$ cat src/rtl/rd_ctrl_pf.sv
// Read-domain controller for the async FIFO: wptr synchroniser, fill level, flags,
// and an optional first-word-fall-through mode backed by a 2-entry prefetch buffer.
module rd_ctrl_pf #(
  parameter int ADDR_WIDTH    = 4,
  parameter int DATA_WIDTH    = 32,
  parameter int SYNC_STAGES   = 2,
  parameter int AEMPTY_THRESH = 2,
  parameter int FWFT          = 0
) (
  input  logic                  rclk,
  input  logic                  rrst_n,
  input  logic [ADDR_WIDTH:0]   wptr_gray_i,
  input  logic                  rinc_i,
  output logic [DATA_WIDTH-1:0] rdata_o,
  output logic                  rvalid_o,
  output logic                  rempty_o,
  output logic                  raempty_o,
  output logic [ADDR_WIDTH:0]   rlevel_o,
  output logic                  runderflow_o,
  input  logic                  runderflow_clr_i,
  output logic [ADDR_WIDTH:0]   rptr_o,
  output logic [ADDR_WIDTH-1:0] ram_raddr_o,
  output logic                  ram_ren_o,
  input  logic [DATA_WIDTH-1:0] ram_rdata_i
);

  localparam int PW = ADDR_WIDTH + 1;
  localparam logic [PW-1:0] THRESH = PW'(AEMPTY_THRESH);

  function automatic logic [PW-1:0] gray2bin(input logic [PW-1:0] g);
    logic [PW-1:0] b;
    b[PW-1] = g[PW-1];
    for (int i = PW - 2; i >= 0; i--) b[i] = b[i+1] ^ g[i];
    return b;
  endfunction

  logic [PW-1:0]         wsync_q [SYNC_STAGES];
  logic [PW-1:0]         rbin_q, rbin_d;
  logic [PW-1:0]         rptr_q, rptr_d;
  logic                  underflow_q, underflow_d;
  logic                  std_valid_q, std_valid_d;
  logic [DATA_WIDTH-1:0] hold_q, hold_d;
  logic [DATA_WIDTH-1:0] pf_q [2];
  logic [DATA_WIDTH-1:0] pf_d [2];
  logic [1:0]            pf_cnt_q, pf_cnt_d;
  logic                  inflight_q, inflight_d;

  logic [PW-1:0]         wq_bin, mem_cnt, level;
  logic                  mem_empty, ren, pop, rvalid, rempty;
  logic [1:0]            occ;
  logic [DATA_WIDTH-1:0] rdata;

  always_ff @(posedge rclk or negedge rrst_n) begin
    if (!rrst_n) begin
      for (int i = 0; i < SYNC_STAGES; i++) wsync_q[i] <= '0;
    end else begin
      wsync_q[0] <= wptr_gray_i;
      for (int i = 1; i < SYNC_STAGES; i++) wsync_q[i] <= wsync_q[i-1];
    end
  end

  always_comb begin
    wq_bin      = gray2bin(wsync_q[SYNC_STAGES-1]);
    mem_cnt     = wq_bin - rbin_q;
    mem_empty   = (mem_cnt == '0);
    pop         = 1'b0;
    occ         = 2'd0;
    ren         = 1'b0;
    rvalid      = 1'b0;
    rempty      = 1'b1;
    rdata       = hold_q;
    level       = mem_cnt;
    pf_d        = pf_q;
    pf_cnt_d    = pf_cnt_q;
    inflight_d  = 1'b0;
    std_valid_d = 1'b0;
    hold_d      = hold_q;
    if (FWFT != 0) begin
      rvalid = (pf_cnt_q != 2'd0);
      pop    = rinc_i & rvalid;
      occ    = pf_cnt_q + {1'b0, inflight_q};
      ren    = ~mem_empty & ((occ - {1'b0, pop}) < 2'd2);
      rdata  = pf_q[0];
      rempty = ~rvalid;
      level  = mem_cnt + PW'(pf_cnt_q) + PW'(inflight_q);
      // Pop shifts the head out first, so a returning word always lands at the new tail
      if (pop) begin
        pf_d[0]  = pf_q[1];
        pf_cnt_d = pf_cnt_q - 2'd1;
      end
      if (inflight_q) begin
        pf_d[pf_cnt_d[0]] = ram_rdata_i;
        pf_cnt_d          = pf_cnt_d + 2'd1;
      end
      inflight_d = ren;
    end else begin
      ren         = rinc_i & ~mem_empty;
      rvalid      = std_valid_q;
      rdata       = std_valid_q ? ram_rdata_i : hold_q;
      rempty      = mem_empty;
      std_valid_d = ren;
      if (std_valid_q) hold_d = ram_rdata_i;
    end
    rbin_d      = rbin_q + PW'(ren);
    rptr_d      = rbin_d ^ (rbin_d >> 1);
    underflow_d = (rinc_i & rempty) | (underflow_q & ~runderflow_clr_i);
  end

  always_ff @(posedge rclk or negedge rrst_n) begin
    if (!rrst_n) begin
      rbin_q      <= '0;
      rptr_q      <= '0;
      underflow_q <= 1'b0;
      std_valid_q <= 1'b0;
      hold_q      <= '0;
      pf_q[0]     <= '0;
      pf_q[1]     <= '0;
      pf_cnt_q    <= 2'd0;
      inflight_q  <= 1'b0;
    end else begin
      rbin_q      <= rbin_d;
      rptr_q      <= rptr_d;
      underflow_q <= underflow_d;
      std_valid_q <= std_valid_d;
      hold_q      <= hold_d;
      pf_q        <= pf_d;
      pf_cnt_q    <= pf_cnt_d;
      inflight_q  <= inflight_d;
    end
  end

  assign rdata_o      = rdata;
  assign rvalid_o     = rvalid;
  assign rempty_o     = rempty;
  assign raempty_o    = (level <= THRESH);
  assign rlevel_o     = level;
  assign runderflow_o = underflow_q;
  assign rptr_o       = rptr_q;
  assign ram_raddr_o  = rbin_q[ADDR_WIDTH-1:0];
  assign ram_ren_o    = ren;

endmodule

$ cat config.mk
export PLATFORM = sky130hd
export DESIGN_NAME = rd_ctrl_pf
export DESIGN_NICKNAME = d
export VERILOG_FILES = /design/src/rtl/rd_ctrl_pf.sv
export SDC_FILE = /design/constraint.sdc
export NUM_CORES = 1
export LEC_CHECK = 0
export CAP_MARGIN = 20
export CORE_MARGIN = 10
export CORE_UTILIZATION = 35
export CTS_BUF_LIST = sky130_fd_sc_hd__clkbuf_16
export DETAILED_ROUTE_END_ITERATION = 6
export GPL_TIMING_DRIVEN = 0
export PLACE_DENSITY = 0.74
export SYNTH_ARGS = -nofsm -noshare
export SYNTH_HDL_FRONTEND = slang
export SYNTH_SLANG_ARGS = --single-unit
$ cat constraint.sdc
create_clock -name rclk -period 3.75 [get_ports rclk]
set_input_delay 0.5625 -clock rclk [delete_from_list [all_inputs] [get_ports rclk]]
set_output_delay 0.5625 -clock rclk [all_outputs]
set_load 0.02 [all_outputs]
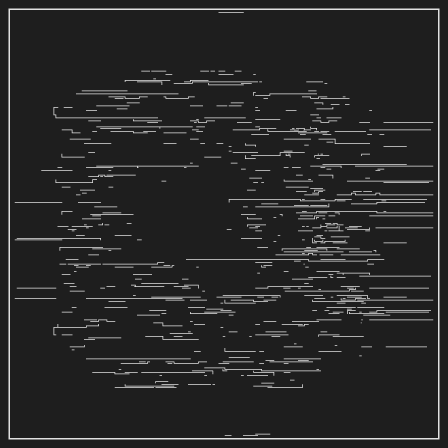
**Above:** run 1 (M1 wires).
254 nets have wire on it. The longest straight run is 27.6 µm.

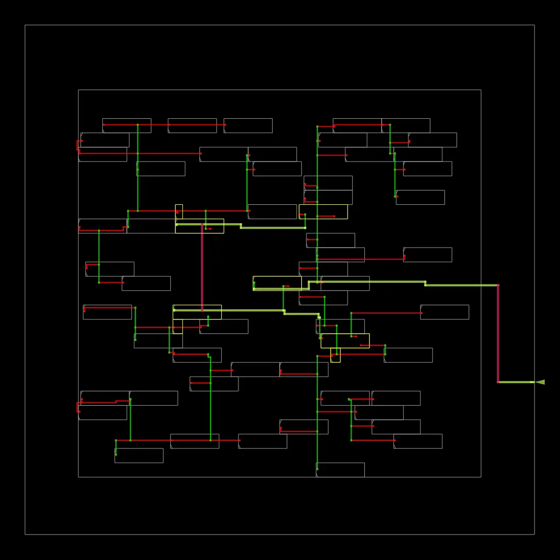
**Above:** run 1 (clock nets).
Layout clock buffers: 5
Flop Count: 53

==> impl_metrics.ini, run 1 <==
; synthesis and place-and-route metrics
[status]
outcome = finished clean

[floorplanning]
die_w_um = 96.6
dieArea_um2 = 9330
initCoreUtil_pct = 36.6
ioPinCount = 92
std_cell_rows = 27
core_area_um2 = 5610

[setup_path]
r2r-start = wq_bin[4]$_DFF_PN0_
rr_worst_depth = 14
path_class = reg2out
cp.arrival_ns = 3.16
cp_max_fo = 4
r2r-end = rptr_o[3]$_DFF_PN0_
crit_buf_inv = 1
slowest_delay_ns = 0.48
crit_path_frequent_cell = xor2_2
required_ns = 3.19
cp_slowest_cell = a2111o_1
start_kind = flip-flop
path_cells = xor2_2 > xor2_2 > xor2_2 > xnor2_1 > ha_2 > and3b_1 > or3_1 > a2111o_1 > o31a_1 > buf_6
ff2ff_setup_slack_ns = 0.11

[placed_design]
dpl.hpwl_mm = 4.06
io_buffers = 91
gp_congestion = 0.742

[global_route]
grt_antenna_before_repair = 0
grtUsageMet2_pct = 17.7
track_usage_pct = 10.8
use_met3_pct = 6.32
grt_pass1_wl_mm = 8.34
grt_max_degree = 36
grtUsageMet1_pct = 11.9
grt.busiest_layer = met2
gr-total-overflow = 0

[cts]
clk_latency_ns = 0.28
cts.htree.levels = 2
cts_tree = yes
cts_sinks = 53
clkTransAtPathRegs_ns = 0.07
clk_path_buf_depth = 2
numCtsBuffers = 5

[synthesis]
synthCells = 135
synth_area_um2 = 2050
post_synth_num_cell_types = 24
yosysTopAreaCellShare_pct = 64.6
syn_avg_cell_area_um2 = 15.2
yosysWarnings = 0
topCellsByArea = dfrtp_1 65%, mux2_2 18%, ha_1 3.7%
ys_cells = 135
largest_area_cell = dfrtp_1
synth-seq-cells = 53
synth-area-yosys_um2 = 2050

[pwr]
clkPwrFrac_pct = 16.8
leakagePower_nw = 1.41
combPwrFrac_pct = 52.3
switching_power_mw = 0.931
sw_frac_of_total_pct = 36.2
power_density_nw_per_um2 = 772
internal_power_mw = 1.64

[sta]
relSlewSlack_pct = 62.5
timing.final.ws_setup_ns = 0.0304
rsz0062_at_grt = yes
period_needed_ns = 3.72
period_used_pct = 99.2
finalHoldViolCount = 0
clock.fmax_ghz = 0.269
worst_pin_slew_ns = 0.562
fin_skew_ns = 0.00324

[final_layout]
most-common-layout-cells = 86 x clkdlybuf4s50_1, 53 x dfrtp_1, 32 x mux2_2
antenna_cells = 0
fin_util_pct = 59.3
fin_area_um2 = 3330
drive_gt1_share_pct = 25.8
syn2layout_area_growth_pct = 61.9
fill_cells = 453
final_common_cell = clkdlybuf4s50_1
final_nets = 287

[detailed_routing]
wl_met2_mm = 2.50
top_layer = met4
wl_met3_um = 513
routedWlPerCell_um = 16.3
drtAntennaViolNets = 0
vias_per_cell = 4.52
drt-met1-wl_mm = 2.05
totalWireLength_mm = 5.09

[min_path]
hp-class = in2async

[run]
tool_warnings = 28
drv_cap = 0
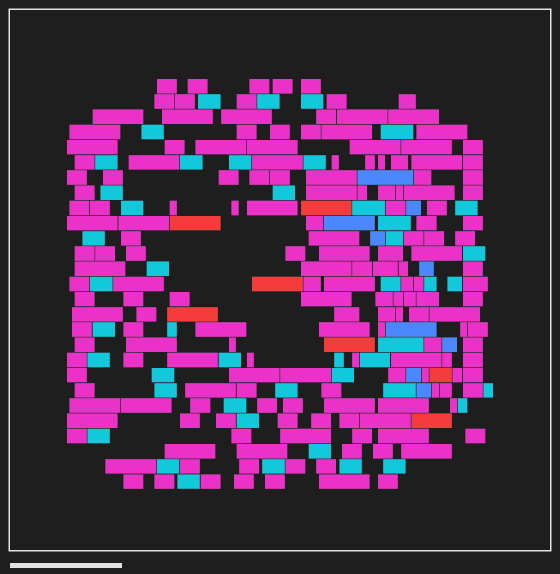
**Above:** run 1 (cell sizes after repair).
Bar = 20 µm.
Blue shows _3 and _4 cells, cells 9, share 3.8%, most used buf_4. Red shows _6 and larger, cells 7, share 2.9%, most used clkbuf_16. Magenta shows _0 and _1 cells, cells 178, share 74%, most used clkdlybuf4s50_1. Cyan shows _2 cells, cells 46, share 19%, most used mux2_2.

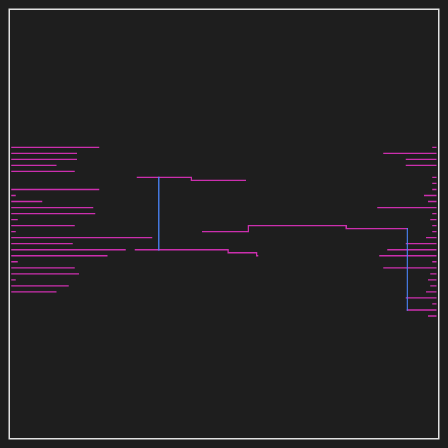
**Above:** run 1 (metal layers overlaid).
Two of the layers only.
Magenta shows metal 3, wire length 514 µm. Blue shows metal 4, wire length 34.7 µm.

run 1: layout make-up:
cell class | count | area, µm² | share of cell area, %
flip-flops and latches | 53 | 1330 | 39.9
repair buffers | 97 | 960 | 28.8
multi-input cells | 71 | 771 | 23.2
clock buffers | 5 | 125 | 3.76
well taps | 72 | 90.1 | 2.71
inverters | 7 | 26.3 | 0.790
plain buffers | 4 | 15.0 | 0.451
clock inverters | 3 | 13.8 | 0.414
run 1: through the flow:
| stage | instances | total power, mW | hold slack, ns | TNS (ns) |
|---|---|---|---|---|
| floorplan | 135 | 1.52 | 0.267 | 0 |
| global placement | 298 | 2.08 | 0.333 | -2.06 |
| detailed placement | 299 | 2.10 | 0.336 | -2.07 |
| CTS | 311 | 2.56 | 0.234 | -0.0193 |
| global route | 312 | 2.74 | 0.260 | -0.279 |
| finish | 312 | 2.57 | 0.223 | 0 |
run 1: cells by family (layout without fill, tap and decap cells):
logic type / Yosys count / count (layout) / synth area share, %
flip-flops: 53 / 53 / 64.6
AND-OR/OR-AND: 8 / 8 / 2.68
multiplexers: 32 / 32 / 17.5
AND/OR/NAND/NOR: 11 / 11 / 3.05
XOR/XNOR: 13 / 13 / 5.54
buffers and inverters: 11 / 116 / 2.01
adder cells (fa/ha/maj): 7 / 7 / 4.63
run 1: worst max path at each step:
stage	startpoint	end	slack (ns)	cells after the start
2_1_floorplan	wq_bin[4]$_DFF_PN0_	rptr_o[1]$_DFF_PN0_	0.02	14
3_3_place_gp	wq_bin[4]$_DFF_PN0_	ram_ren_o	-0.40	12
3_5_place_dp	wq_bin[4]$_DFF_PN0_	ram_ren_o	-0.41	12
4_1_cts	wsync_q[3]$_DFF_PN0_	ram_ren_o	-0.02	10
5_1_grt	wq_bin[4]$_DFF_PN0_	ram_ren_o	-0.13	10
6_report	wq_bin[4]$_DFF_PN0_	ram_ren_o	0.03	10
run 1: cell usage after synthesis:
| cell type | instances |
|---|---|
| a2111o_1 | 1 |
| a21o_2 | 1 |
| a21oi_1 | 3 |
| and2_2 | 1 |
| and3_1 | 1 |
| and3b_1 | 1 |
| buf_1 | 3 |
| clkbuf_1 | 1 |
| dfrtp_1 | 53 |
| fa_1 | 1 |
| ha_1 | 6 |
| inv_1 | 7 |
| mux2_2 | 32 |
| nand2_1 | 1 |
| nand3_1 | 3 |
| nor2_1 | 1 |
| nor3_1 | 1 |
| o21ai_0 | 1 |
| o22ai_1 | 1 |
| o31a_1 | 1 |
| or2_2 | 1 |
| or3_1 | 1 |
| xnor2_1 | 6 |
| xor2_1 | 7 |
run 1: power by group through the flow:
stage	clock network (mW)	registers, mW	logic [mW]
after floorplan	0	0.855	0.662
after global placement	0	0.792	1.28
after detailed placement	0	0.798	1.30
after CTS	0.449	0.787	1.33
after global routing	0.473	0.815	1.46
final	0.432	0.794	1.34
run 1: state kept, by name, summed over array words and instances, names as in the netlist:
register,count
hold_q,32
rvalid_o,1
wq_bin,1
rbin_q,5
wsync_q,9
runderflow_o,1
rptr_o,4
run 1: what timing repair did:
action	CTS	global route
buffers inserted	4	1
hold buffers	0	0
gates resized	16	12
endpoints found under the setup margin	15	10
cloned	0	0
pin swaps	8	4
**Run 1: the metal 2 layer**

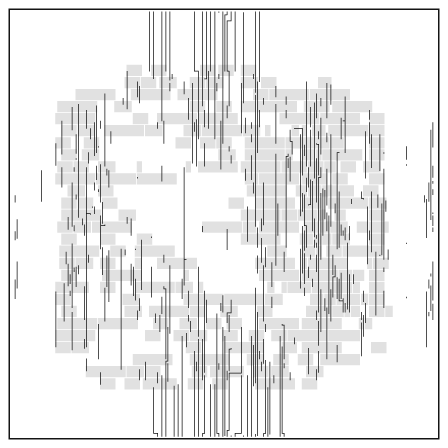

==> run 1 -> run 2 <==
SKIP_LAST_GASP = 1   (was unset)
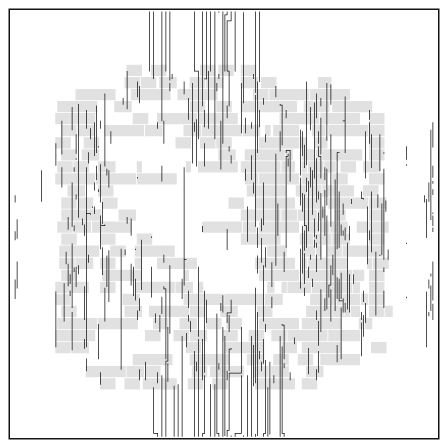
**Above:** run 2 (the metal 2 layer).
The wires run mostly vertical. The longest straight run is 40.5 µm. The layer carries 2480 µm of wire. The layer holds 49% of the routed length.

==> run 2 against run 1 <==
Against the previous run: first-iteration DRC count is 68% higher; critical path depth stayed put; maximum frequency is 0.14% lower; clock power hardly changed; utilization is 0.33 points lower; sequential share of layout area is 0.23 points higher; die area stayed put; design area is 0.56% lower; sequential cell count stayed put; synthesized area stayed put; combinational power hardly changed; non-clock buffer count stayed put; critical path type unchanged; highest routed layer unchanged.
==> impl_metrics.ini, run 2 <==
; synthesis and place-and-route metrics
[floorplanning]
die_w_um = 96.6
ioPinCount = 92
dieArea_um2 = 9330
initCoreUtil_pct = 36.6
std_cell_rows = 27
core_area_um2 = 5610

[synthesis]
common_cells = 53 x dfrtp_1, 32 x mux2_2, 7 x inv_1, 7 x xor2_1
synth_seq_share_pct = 64.6
synthCells = 135
flop_cell = dfrtp_1
synth-area-yosys_um2 = 2050
yosysWarnings = 0
yosysTopAreaCellShare_pct = 64.6
topCellsByArea = dfrtp_1 65%, mux2_2 18%, ha_1 3.7%
synth_area_um2 = 2050
largest_area_cell = dfrtp_1
async_reset_ff_share_pct = 100
ys_cells = 135
post_synth_num_cell_types = 24
syn_avg_cell_area_um2 = 15.2
top_cell = dfrtp_1
synth-seq-cells = 53
edf_count = 0

[detailed_routing]
drtAntennaViolNets = 0
totalWireLength_mm = 5.08
wl_met3_um = 513
vias_per_cell = 4.49
wl_met2_mm = 2.48
top_layer = met4
routedWlPerCell_um = 16.3
drt-met1-wl_mm = 2.05

[setup_path]
rr_worst_depth = 14
path_class = reg2out
cp.arrival_ns = 3.16
end_kind = output port
crit_start = wq_bin[4]$_DFF_PN0_
cp_max_fo = 4
r2r-start = wq_bin[4]$_DFF_PN0_
start_kind = flip-flop
required_ns = 3.19

[cts]
cts_tree = yes
clk_latency_ns = 0.28
numCtsBuffers = 5
clkTransAtPathRegs_ns = 0.07
cts.htree.levels = 2
cts_root_buffer = clkbuf_16
clk_path_buf_depth = 2
cts_sinks = 53

[run]
tool_warnings = 28
drv_cap = 0

[global_route]
grt_pass1_wl_mm = 8.34
gr-total-overflow = 0
track_usage_pct = 10.8
grt_max_degree = 36
first_global_vias = 1548
grt_antenna_before_repair = 0

[final_layout]
final_common_cell = clkdlybuf4s50_1
antenna_cells = 0
syn2layout_area_growth_pct = 61.0
regMostFlops = hold_q
final_nets = 287
most-common-layout-cells = 86 x clkdlybuf4s50_1, 53 x dfrtp_1, 32 x mux2_2
drive_gt1_share_pct = 25.4
largest_reg_flops = 32
reg.largest.list = hold_q (32), wsync_q (9), rbin_q (5)

[placed_design]
dpl.hpwl_mm = 4.06
gp_congestion = 0.742
io_buffers = 91

[sta]
period_used_pct = 99.3
period_needed_ns = 3.72
worst_pin_slew_ns = 0.558
setup_tns_ns = 0
rsz0062_at_grt = yes
hold_ws_ns = 0.227
relSlewSlack_pct = 62.8
clock.fmax_ghz = 0.268
finalHoldViolCount = 0

[pwr]
leakagePower_nw = 1.40
power_density_nw_per_um2 = 770

[min_path]
hp-class = in2async

[status]
outcome = finished clean
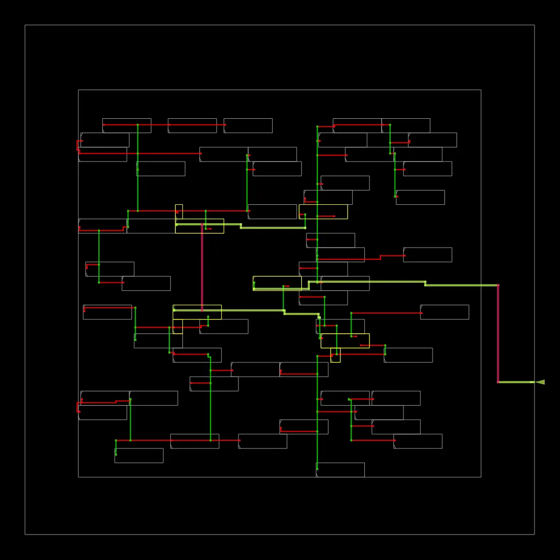
**Above:** run 2 (clock nets).
clk_skew: 0.00348 ns
P_clk: 0.432 mW

==> run 2: cell counts in the layout (fill, tap and decap cells not counted) <==
No cell type changed its count.
==> run 2: worst paths after layout <==
| path | endpoint | slack [ns] |
|---|---|---|
| max | ram_ren_o | 0.03 |
| min | hold_q[31]$_DFF_PN0_ | 0.23 |
| max reg2reg | rptr_o[3]$_DFF_PN0_ | 0.13 |
| min reg2reg | wsync_q[3]$_DFF_PN0_ | 0.35 |
| max in group asynchronous | hold_q[18]$_DFF_PN0_ | 2.99 |
| min in group rclk | wsync_q[3]$_DFF_PN0_ | 0.35 |
==> run 2: metrics by stage <==
stage          power (mW)  cells  cell area [µm²]  worst slack [ns]  util [%]
6_report             2.55    312             3310            0.0251      59.0
5_1_grt              2.72    312             3310            -0.126      59.0
4_1_cts              2.56    311             3280           -0.0193      58.5
3_5_place_dp         2.10    299             3070            -0.408      54.8
3_3_place_gp         2.08    298             3060            -0.397      54.5
2_1_floorplan        1.52    135             2050            0.0222         -
==> run 2: area by class of cell <==
type,instances,area (µm²)
buffer,4,15.0
tap,72,90.1
fill,459,2300
multi-input combinational,71,752
clock inverter,3,13.8
clock buffer,5,125
timing repair buffer,97,960
sequential,53,1330
inverter,7,26.3
==> run 2: routing by layer <==
layer / track usage, % / vias to the layer above
met5: 0 / -
met4: 1.69 / 0
met3: 6.32 / 4
met2: 17.7 / 56
met1: 11.9 / 683
li1: - / 658
==> run 2: critical path, cell delays in order, from the launching register on <==
cell and delay, ns:
dfrtp_1 0.41, xor2_2 0.25, xor2_2 0.25, xor2_2 0.19
xnor2_1 0.14, ha_2 0.19, and3b_1 0.17, or3_1 0.32
a2111o_1 0.48, o31a_1 0.31, buf_6 0.15
==> run 2: power breakdown <==
part / leakage, nW / switching (mW) / internal, mW
registers: 0.620 / 0.0656 / 0.725
logic: 0.709 / 0.666 / 0.660
clock network: 0.0748 / 0.189 / 0.243
total: 1.40 / 0.921 / 1.63
==> run 2: timing repair <==
item                                    in CTS  in global routing
hold buffers                                 0                  0
buffers inserted                             4                  1
resized                                     16                 10
endpoints found under the hold margin        0                  0
pin swaps                                    8                  4
endpoints found under the setup margin      15                 10
==> run 2: cell families after synthesis <==
logic type	synth area share (%)
flops	64.6
simple gates	3.05
buf+inv	2.01
compound gates	2.68
mux	17.5
fa+ha+maj	4.63
xor+xnor	5.54
**Run 2: M1 wires**

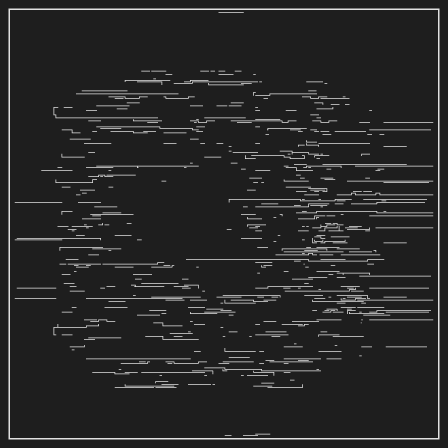

==> run 2 -> run 3 <==
CTS_BUF_LIST = sky130_fd_sc_hd__clkbuf_2   (was sky130_fd_sc_hd__clkbuf_16)
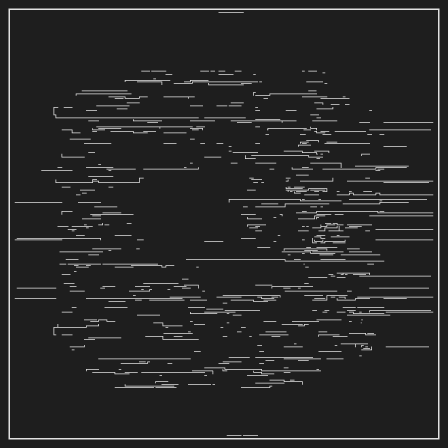
**Above:** run 3 (M1 wires).
255 nets have wire on it. The longest straight run is 32.2 µm. The layer carries 2000 µm of wire.
via count: 1405
drt total wl: 5.11 mm
met1 Use GR: 11.7%

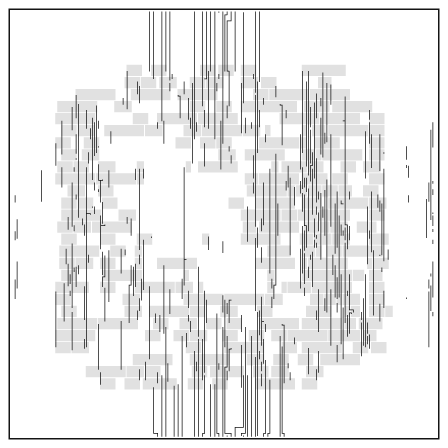
**Above:** run 3 (the metal 2 layer).
268 nets have wire on it. The layer carries 2600 µm of wire. The wires run mostly vertical. The layer holds 51% of the routed length.

==> run 3 against run 2 <==
Against the previous run: final cell count did not move; clock power fell by about 50%; the flow now finishes with violations (setup timing); global-route usage barely moved; sequential share of layout area rose by 0.77 points; highest routed layer unchanged; total power fell by 7.1%; die area did not move; non-clock buffer count did not move; worst setup slack got worse by 0.12 ns.
==> impl_metrics.ini, run 3 <==
; synthesis and place-and-route metrics
[floorplanning]
std_cell_rows = 27
chipHeight_um = 96.6
ioPinCount = 92
initCoreUtil_pct = 36.6
dieArea_um2 = 9330
core_area_um2 = 5610
die_w_um = 96.6

[final_layout]
reg.largest.list = hold_q (32), wsync_q (9), rbin_q (5)
largest_reg_flops = 32
regMostFlops = hold_q
flop_area_um2 = 1330
antenna_cells = 0
most-common-layout-cells = 83 x clkdlybuf4s50_1, 53 x dfrtp_1, 32 x mux2_2
final_common_cell = clkdlybuf4s50_1
final_nets = 287
final-comb-area_um2 = 790
fill_cells = 469
drive_gt1_share_pct = 28.3
fin_util_pct = 57.9
syn2layout_area_growth_pct = 58.0

[global_route]
grt_pass1_wl_mm = 8.39
grt_max_degree = 36
first_global_vias = 1574
grt_antenna_before_repair = 0
track_usage_pct = 10.8
gr-total-overflow = 0

[setup_path]
cp.arrival_ns = 3.28
slowest_delay_ns = 0.47
path_cells = xor2_2 > xor2_2 > xor2_2 > xnor2_1 > ha_2 > and3b_1 > or3_1 > a2111o_1 > buf_4 > nor3_2 > buf_4
crit_family = XOR/XNOR gates
path_class = reg2out
cp_slowest_cell = dfrtp_1
cp_max_fo = 3
crit_buf_inv = 2
crit_path_frequent_cell = xor2_2
start_kind = flip-flop
end_kind = output port
required_ns = 3.19

[cts]
numCtsBuffers = 5
cts.htree.levels = 2
cts_hold_buf = 0
clk_latency_ns = 0.41
clkTransAtPathRegs_ns = 0.25
cts_root_buffer = clkbuf_2
cts_tree = yes
clk_path_buf_depth = 2
cts_sinks = 53

[synthesis]
ys_sh_adder_pct = 4.63
edf_count = 0
ys_sh_simple_pct = 3.05
ys_cells = 135
synth_seq_share_pct = 64.6
xor_share_pct = 5.54
aoi_share_pct = 2.68
top_cell = dfrtp_1
logic_family = multiplexers
topCellsByArea = dfrtp_1 65%, mux2_2 18%, ha_1 3.7%
syn_avg_cell_area_um2 = 15.2
synthCells = 135
yosysWarnings = 0
ys_sh_mux_pct = 17.5
common_cells = 53 x dfrtp_1, 32 x mux2_2, 7 x inv_1, 7 x xor2_1
synth.net_count = 183
flop_cell = dfrtp_1
synth-seq-cells = 53
synth_area_um2 = 2050
post_synth_num_cell_types = 24
largest_area_cell = dfrtp_1
yosysTopAreaCellShare_pct = 64.6
synth-area-yosys_um2 = 2050
async_reset_ff_share_pct = 100

[placed_design]
io_buffers = 91
gp_congestion = 0.742
dpl.hpwl_mm = 4.06
post-place-ws_ns = -0.408

[detailed_routing]
vias_per_cell = 4.50
routedWlPerCell_um = 16.4
drtAntennaViolNets = 0
post-route-drc-count = 0
drt_iter0_markers = 41
firstDrtPassIters = 3

[sta]
period_used_pct = 102
period_needed_ns = 3.84
rsz0062_at_grt = yes
setup_viol = 3
clock.fmax_ghz = 0.260
fin_skew_ns = 0.0143
worst_pin_slew_ns = 0.569
drv_slew = 0
relSlewSlack_pct = 62.1
finalHoldViolCount = 0
timing.final.ws_setup_ns = -0.0918

[pwr]
leakagePower_nw = 1.38
power_density_nw_per_um2 = 729
p_total_mw = 2.37
peakVddDrop_uv = 453

[run]
tool_warnings = 28
drv_cap = 0

[status]
violations = setup timing
outcome = complete, but fails checks

[min_path]
hp-class = in2async
==> run 3: cell counts after synthesis <==
Identical to the previous run, type by type.
==> run 3: metal layers <==
metal | part of all wire, % | GRT usage, % | vias up
met2 | 51 | 18.1 | 55
met5 | 0 | 0 | -
met4 | 0.23 | 2.37 | 0
met3 | 9.7 | 5.68 | 2
met1 | 39 | 11.7 | 692
li1 | - | - | 656
==> run 3: final cells by class <==
class	instances	share of cell area, %
Buffer	4	0.463
Clock buffer	6	0.925
Clock inverter	2	0.308
Inverter	7	0.810
Multi-Input combinational cell	71	24.3
Sequential cell	53	40.9
Tap cell	72	2.78
Timing Repair Buffer	97	29.5
==> run 3: cells by family after synthesis <==
group                    Yosys count
adder cells (fa/ha/maj)            7
AND-OR/OR-AND                      8
flip-flops                        53
XOR/XNOR                          13
multiplexers                      32
AND/OR/NAND/NOR                   11
buffers and inverters             11
==> run 3: stage by stage <==
stage / std cells / setup TNS, ns / cell area, µm² / hold slack (ns)
after CTS: 312 / -0.405 / 3200 / 0.0125
after global routing: 312 / -1.21 / 3250 / 0.0257
after floorplan: 135 / 0 / 2050 / 0.267
after detailed placement: 299 / -2.07 / 3070 / 0.336
final: 312 / -0.199 / 3250 / 0.0503
after global placement: 298 / -2.06 / 3060 / 0.333
==> run 3: worst paths after layout <==
path	start	endpoint	slack (ns)	depth (start not counted)
hold reg to reg	wsync_q[8]$_DFF_PN0_	wsync_q[3]$_DFF_PN0_	0.38	0
setup reg to reg	wq_bin[4]$_DFF_PN0_	rptr_o[3]$_DFF_PN0_	0.07	15
hold / removal	rrst_n	hold_q[4]$_DFF_PN0_	0.05	1
max in group asynchronous	rrst_n	hold_q[18]$_DFF_PN0_	3.16	2
setup / recovery	wq_bin[4]$_DFF_PN0_	rempty_o	-0.09	11
min in group rclk	wsync_q[8]$_DFF_PN0_	wsync_q[3]$_DFF_PN0_	0.38	0
==> run 3: power breakdown <==
part | switching [mW] | internal [mW]
clock network | 0.167 | 0.0470
logic | 0.689 | 0.669
registers | 0.0729 | 0.722
total | 0.929 | 1.44
==> run 3: what timing repair did <==
item | in CTS | in global routing
resized | 29 | 11
pin swaps | 8 | 5
endpoints found under the setup margin | 15 | 12
setup buffers | 5 | 0
Power and IR drop assume default switching activity.
